File: config.mk
export PLATFORM = sky130hd
export DESIGN_NAME = spi_slave_flat
export DESIGN_NICKNAME = d
export VERILOG_FILES = /design/src/rtl/spi_pkg.sv /design/src/rtl/spi_slave_if.sv /design/src/rtl/spi_sync_edge.sv /design/src/rtl/spi_slave.sv /design/src/flat_wrapper.sv
export SDC_FILE = /design/constraint.sdc
export NUM_CORES = 1
export LEC_CHECK = 0
export CELL_PAD_IN_SITES_DETAIL_PLACEMENT = 1
export CELL_PAD_IN_SITES_GLOBAL_PLACEMENT = 2
export CORE_UTILIZATION = 33
export DETAILED_ROUTE_END_ITERATION = 6
export PLACE_DENSITY = 0.78
export SLEW_MARGIN = 10
export SYNTH_ARGS = -nofsm -noshare
export SYNTH_HDL_FRONTEND = slang
export SYNTH_SLANG_ARGS = --single-unit
File: constraint.sdc
create_clock -name clk -period 1.55 [get_ports clk]
set_input_delay 0.31 -clock clk [delete_from_list [all_inputs] [get_ports clk]]
set_output_delay 0.31 -clock clk [all_outputs]
set_load 0.05 [all_outputs]
File: src/rtl/spi_pkg.sv
// rtl/spi_pkg.sv - shared SPI types, widths and constants
package spi_pkg;

    localparam int BYTE_W = 8;

    typedef enum logic {
        IDLE  = 1'b0,
        SHIFT = 1'b1
    } spi_state_t;

    // Master clock-divider encodings, kept here so master users and slave share them.
    localparam logic [1:0] CDIV_4  = 2'b00;
    localparam logic [1:0] CDIV_8  = 2'b01;
    localparam logic [1:0] CDIV_16 = 2'b10;
    localparam logic [1:0] CDIV_32 = 2'b11;

    localparam logic [BYTE_W-1:0] SPI_IDLE_BYTE = 8'hFF;
    localparam logic              SPI_IDLE_BIT  = 1'b1;

endpackage

File: src/rtl/spi_slave_if.sv
// rtl/spi_slave_if.sv - SPI pin and receive/transmit handshake bundle
interface spi_slave_if;
    import spi_pkg::*;

    logic              mlb;
    logic              ss;
    logic              sck;
    logic              sdi;
    logic              sdo;
    logic              sdo_oe;
    logic [BYTE_W-1:0] tdat;
    logic              tx_taken;
    logic [BYTE_W-1:0] rdata;
    logic              rx_valid;
    logic              rx_ready;
    logic              overrun;
    logic              aborted;

    modport slave (
        input  mlb, ss, sck, sdi, tdat, rx_ready,
        output sdo, sdo_oe, tx_taken, rdata, rx_valid, overrun, aborted
    );

    modport master (
        output mlb, ss, sck, sdi, tdat, rx_ready,
        input  sdo, sdo_oe, tx_taken, rdata, rx_valid, overrun, aborted
    );

endinterface

File: src/rtl/spi_sync_edge.sv
// rtl/spi_sync_edge.sv - input synchronizer with registered rise/fall strobes
module spi_sync_edge #(
    parameter int   STAGES    = 2,
    parameter logic RESET_VAL = 1'b1
) (
    input  logic clk,
    input  logic rst_n,
    input  logic d,
    output logic level,
    output logic rise,
    output logic fall
);

    logic [STAGES-1:0] sync_q, sync_d;
    logic              prev_q, prev_d;
    logic              rise_q, rise_d;
    logic              fall_q, fall_d;

    always_comb begin
        sync_d = {sync_q[STAGES-2:0], d};
        prev_d = sync_q[STAGES-1];
        rise_d = sync_q[STAGES-1] & ~prev_q;
        fall_d = ~sync_q[STAGES-1] & prev_q;
    end

    always_ff @(posedge clk or negedge rst_n) begin
        if (!rst_n) begin
            sync_q <= {STAGES{RESET_VAL}};
            prev_q <= RESET_VAL;
            rise_q <= 1'b0;
            fall_q <= 1'b0;
        end else begin
            sync_q <= sync_d;
            prev_q <= prev_d;
            rise_q <= rise_d;
            fall_q <= fall_d;
        end
    end

    assign level = sync_q[STAGES-1];
    assign rise  = rise_q;
    assign fall  = fall_q;

endmodule

File: src/rtl/spi_slave.sv
// rtl/spi_slave.sv - mode-3 SPI slave, oversampled in the clk domain
module spi_slave
    import spi_pkg::*;
#(
    parameter int SYNC_STAGES = 2
) (
    input  logic        clk,
    input  logic        rstb,
    spi_slave_if.slave  bus
);

    localparam logic [3:0] BITS_FULL = 4'(BYTE_W);

    logic sck_level_unused, sck_rise, sck_fall;
    logic ss_level_unused, ss_rise, ss_fall;
    logic sdi_s, sdi_rise_unused, sdi_fall_unused;

    spi_sync_edge #(.STAGES(SYNC_STAGES), .RESET_VAL(1'b1)) u_sck (
        .clk(clk), .rst_n(rstb), .d(bus.sck),
        .level(sck_level_unused), .rise(sck_rise), .fall(sck_fall)
    );
    spi_sync_edge #(.STAGES(SYNC_STAGES), .RESET_VAL(1'b1)) u_ss (
        .clk(clk), .rst_n(rstb), .d(bus.ss),
        .level(ss_level_unused), .rise(ss_rise), .fall(ss_fall)
    );
    spi_sync_edge #(.STAGES(SYNC_STAGES), .RESET_VAL(1'b1)) u_sdi (
        .clk(clk), .rst_n(rstb), .d(bus.sdi),
        .level(sdi_s), .rise(sdi_rise_unused), .fall(sdi_fall_unused)
    );

    spi_state_t        state_q, state_d;
    logic [3:0]        bitcnt_q, bitcnt_d;
    logic [BYTE_W-1:0] rreg_q, rreg_d;
    logic [BYTE_W-1:0] treg_q, treg_d;
    logic [BYTE_W-1:0] rdata_q, rdata_d;
    logic              sdo_q, sdo_d;
    logic              rx_valid_q, rx_valid_d;
    logic              tx_taken_q, tx_taken_d;
    logic              overrun_q, overrun_d;
    logic              aborted_q, aborted_d;
    logic [BYTE_W-1:0] tx_shift;

    always_comb begin
        state_d    = state_q;
        bitcnt_d   = bitcnt_q;
        rreg_d     = rreg_q;
        treg_d     = treg_q;
        rdata_d    = rdata_q;
        sdo_d      = sdo_q;
        rx_valid_d = rx_valid_q;
        tx_taken_d = 1'b0;
        overrun_d  = 1'b0;
        aborted_d  = 1'b0;
        tx_shift   = bus.mlb ? {treg_q[BYTE_W-2:0], 1'b1} : {1'b1, treg_q[BYTE_W-1:1]};

        if (rx_valid_q && bus.rx_ready) begin
            rx_valid_d = 1'b0;
        end

        case (state_q)
            IDLE: begin
                sdo_d    = SPI_IDLE_BIT;
                bitcnt_d = '0;
                if (ss_fall) begin
                    state_d = SHIFT;
                end
            end
            SHIFT: begin
                // A full byte commits one cycle after its 8th rise, even if ss rises meanwhile.
                if (bitcnt_q == BITS_FULL) begin
                    rdata_d    = rreg_q;
                    rx_valid_d = 1'b1;
                    overrun_d  = rx_valid_q && !bus.rx_ready;
                    bitcnt_d   = '0;
                    rreg_d     = SPI_IDLE_BYTE;
                end
                if (ss_rise) begin
                    state_d   = IDLE;
                    sdo_d     = SPI_IDLE_BIT;
                    bitcnt_d  = '0;
                    rreg_d    = SPI_IDLE_BYTE;
                    aborted_d = (bitcnt_q != 4'd0) && (bitcnt_q != BITS_FULL);
                end else if (sck_fall) begin
                    if (bitcnt_q == 4'd0) begin
                        treg_d     = bus.tdat;
                        sdo_d      = bus.mlb ? bus.tdat[BYTE_W-1] : bus.tdat[0];
                        tx_taken_d = 1'b1;
                    end else begin
                        treg_d = tx_shift;
                        sdo_d  = bus.mlb ? tx_shift[BYTE_W-1] : tx_shift[0];
                    end
                end else if (sck_rise) begin
                    rreg_d   = bus.mlb ? {rreg_q[BYTE_W-2:0], sdi_s} : {sdi_s, rreg_q[BYTE_W-1:1]};
                    bitcnt_d = bitcnt_q + 4'd1;
                end
            end
            default: begin
                state_d  = IDLE;
                sdo_d    = SPI_IDLE_BIT;
                bitcnt_d = '0;
            end
        endcase
    end

    always_ff @(posedge clk or negedge rstb) begin
        if (!rstb) begin
            state_q    <= IDLE;
            bitcnt_q   <= '0;
            rreg_q     <= SPI_IDLE_BYTE;
            treg_q     <= SPI_IDLE_BYTE;
            rdata_q    <= SPI_IDLE_BYTE;
            sdo_q      <= SPI_IDLE_BIT;
            rx_valid_q <= 1'b0;
            tx_taken_q <= 1'b0;
            overrun_q  <= 1'b0;
            aborted_q  <= 1'b0;
        end else begin
            state_q    <= state_d;
            bitcnt_q   <= bitcnt_d;
            rreg_q     <= rreg_d;
            treg_q     <= treg_d;
            rdata_q    <= rdata_d;
            sdo_q      <= sdo_d;
            rx_valid_q <= rx_valid_d;
            tx_taken_q <= tx_taken_d;
            overrun_q  <= overrun_d;
            aborted_q  <= aborted_d;
        end
    end

    assign bus.sdo      = sdo_q;
    assign bus.sdo_oe   = (state_q == SHIFT);
    assign bus.rdata    = rdata_q;
    assign bus.rx_valid = rx_valid_q;
    assign bus.tx_taken = tx_taken_q;
    assign bus.overrun  = overrun_q;
    assign bus.aborted  = aborted_q;

endmodule

File: src/flat_wrapper.sv
// flat-port wrapper written by rule: the top's interface ports become plain ports
module spi_slave_flat import spi_pkg::*;
#(
    parameter int SYNC_STAGES = 2
)
  (clk, rstb, bus_mlb, bus_ss, bus_sck, bus_sdi, bus_tdat, bus_rx_ready, bus_sdo, bus_sdo_oe, bus_tx_taken, bus_rdata, bus_rx_valid, bus_overrun, bus_aborted);
  spi_slave_if bus_i ();
  input  logic clk;
  input  logic rstb;
  input wire logic [$bits(bus_i.mlb)-1:0] bus_mlb;
  input wire logic [$bits(bus_i.ss)-1:0] bus_ss;
  input wire logic [$bits(bus_i.sck)-1:0] bus_sck;
  input wire logic [$bits(bus_i.sdi)-1:0] bus_sdi;
  input wire logic [$bits(bus_i.tdat)-1:0] bus_tdat;
  input wire logic [$bits(bus_i.rx_ready)-1:0] bus_rx_ready;
  output wire logic [$bits(bus_i.sdo)-1:0] bus_sdo;
  output wire logic [$bits(bus_i.sdo_oe)-1:0] bus_sdo_oe;
  output wire logic [$bits(bus_i.tx_taken)-1:0] bus_tx_taken;
  output wire logic [$bits(bus_i.rdata)-1:0] bus_rdata;
  output wire logic [$bits(bus_i.rx_valid)-1:0] bus_rx_valid;
  output wire logic [$bits(bus_i.overrun)-1:0] bus_overrun;
  output wire logic [$bits(bus_i.aborted)-1:0] bus_aborted;
  assign bus_i.mlb = bus_mlb;
  assign bus_i.ss = bus_ss;
  assign bus_i.sck = bus_sck;
  assign bus_i.sdi = bus_sdi;
  assign bus_i.tdat = bus_tdat;
  assign bus_i.rx_ready = bus_rx_ready;
  assign bus_sdo = bus_i.sdo;
  assign bus_sdo_oe = bus_i.sdo_oe;
  assign bus_tx_taken = bus_i.tx_taken;
  assign bus_rdata = bus_i.rdata;
  assign bus_rx_valid = bus_i.rx_valid;
  assign bus_overrun = bus_i.overrun;
  assign bus_aborted = bus_i.aborted;
  spi_slave #(.SYNC_STAGES(SYNC_STAGES)) u_core (.clk(clk), .rstb(rstb), .bus(bus_i));
endmodule
==> results.py <==
# Physical implementation metrics
metrics = {
    "status": {
        "status": "finished with violations",
        "violations": "negative setup slack",
    },
    "power_and_ir_drop": {
        "top_power_group": "sequential cells",
        "pwr-share-clk": 0.266,
        "p_leak_nw": 1.22,
    },
    "grt": {
        "grt_overflow_total": 0,
    },
    "logic_synthesis": {
        "synth_flops": 46,
        "ys_area_um2": 1980,
        "synthCells": 153,
        "area_leaders": "dfstp_2 (44%), dfrtp_1 (16%), mux2_2 (7.9%)",
    },
    "clock_tree": {
        "clock_sinks": 46,
        "root_buffer": "clkbuf_8",
    },
    "cells_and_area": {
        "design_area_um2": 2850,
    },
    "final_timing": {
        "layout_setup_ws_ns": -0.114,
        "setup_viol": 23,
    },
    "hold_path": {
        "hold_end": "u_core.u_sck.sync_q[1]",
    },
    "job": {
        "stage_log_warnings": 30,
    },
    "critical_path": {
        "crit_chain": "inv_2 > ha_4 > or3b_4 > mux4_2 > a211o_1",
        "r2r_end": "u_core.bus.sdo",
    },
    "routing": {
        "met2_length_mm": 2.29,
    },
}
==> layout by cell type, fill, tap and decap left out, types with 2 or more instances in the layout <==
| master | instances |
|---|---|
| dfstp_2 | 33 |
| buf_12 | 17 |
| mux2i_1 | 14 |
| buf_4 | 14 |
| nand2_1 | 13 |
| clkdlybuf4s50_1 | 13 |
| dfrtp_1 | 13 |
| mux2_4 | 8 |
| a2bb2oi_1 | 8 |
| mux2_2 | 6 |
| o21ai_1 | 6 |
| nor2_1 | 5 |
| nor2b_1 | 5 |
| clkbuf_8 | 5 |
| nand2b_1 | 3 |
| inv_1 | 3 |
| nand3b_1 | 3 |
| a21oi_1 | 3 |
| inv_2 | 2 |
| nand3_1 | 2 |
| o21ai_0 | 2 |
| and3b_2 | 2 |
| o31ai_2 | 2 |
==> area by class of cell <==
cell class                 count  area (µm²)
fill                         572        2790
sequential                    46        1190
multi-input combinational     96         817
timing repair buffer          49         644
tap                           72        90.1
clock buffer                   5        68.8
clock inverter                 3        21.3
inverter                       5        18.8
==> worst register-to-register path: stages, from the launching register on <==
cell and delay (ns):
dfrtp_1 0.39, inv_2 0.09, ha_4 0.14, or3b_4 0.41, mux4_2 0.29, a211o_1 0.28
==> stage by stage <==
step / utilization / TNS [ns] / power (mW)
floorplan: - / -0.122 / 1.77
global placement: 0.457 / -0.541 / 1.95
detailed placement: 0.457 / -1.65 / 1.99
CTS: 0.503 / -0.725 / 2.80
global route: 0.506 / -2.19 / 2.91
finish: 0.506 / -0.572 / 2.77
==> kinds of logic after synthesis <==
kind of cell	count (synthesis)	share of synthesized area
muxes	29	0.163
buffers and inverters	11	0.0259
and+or+nand+nor	39	0.105
xor gates and xnor gates	1	0.00442
DFF	46	0.601
adders and majority gates	2	0.0126
AOI/OAI and AO/OA	25	0.0871
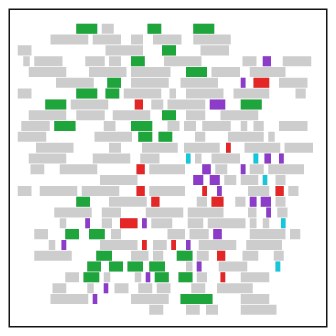
**Above:** selected gate families.
legend:
  green:
    family: mux cells
    cells: 29
  red:
    family: nor cells
    cells: 14
  cyan:
    family: inv cells
    cells: 5
    where: middle right
  purple:
    family: nand cells
    cells: 22

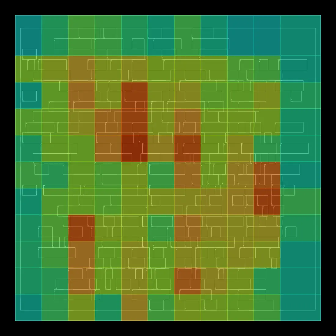
**Above:** routing congestion map.
GRT met3 Usage: 0.0274
GRT met1 Usage: 0.209

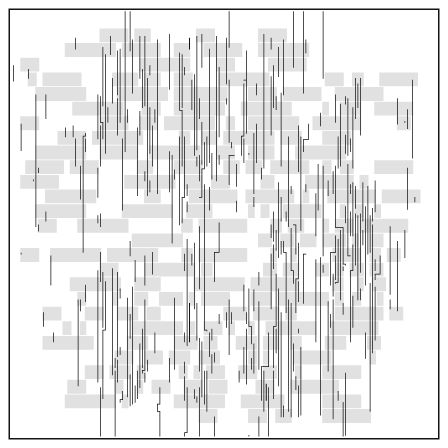
**Above:** the metal 2 layer.
share of all routed wire: 51%
wire length on this layer: 2290 µm
main direction: vertical
nets with wire on the layer: 195

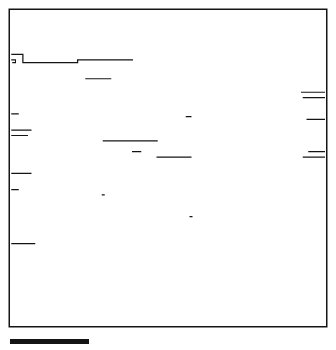
**Above:** metal 3.
The bar under the picture is 20 µm long.
nets with wire on the layer: 14
longest straight run: 13.8 µm
wire length on this layer: 115 µm
main direction: horizontal
final wirelength: 4.51 mm
vias: 1354

Power and IR drop assume default switching activity.
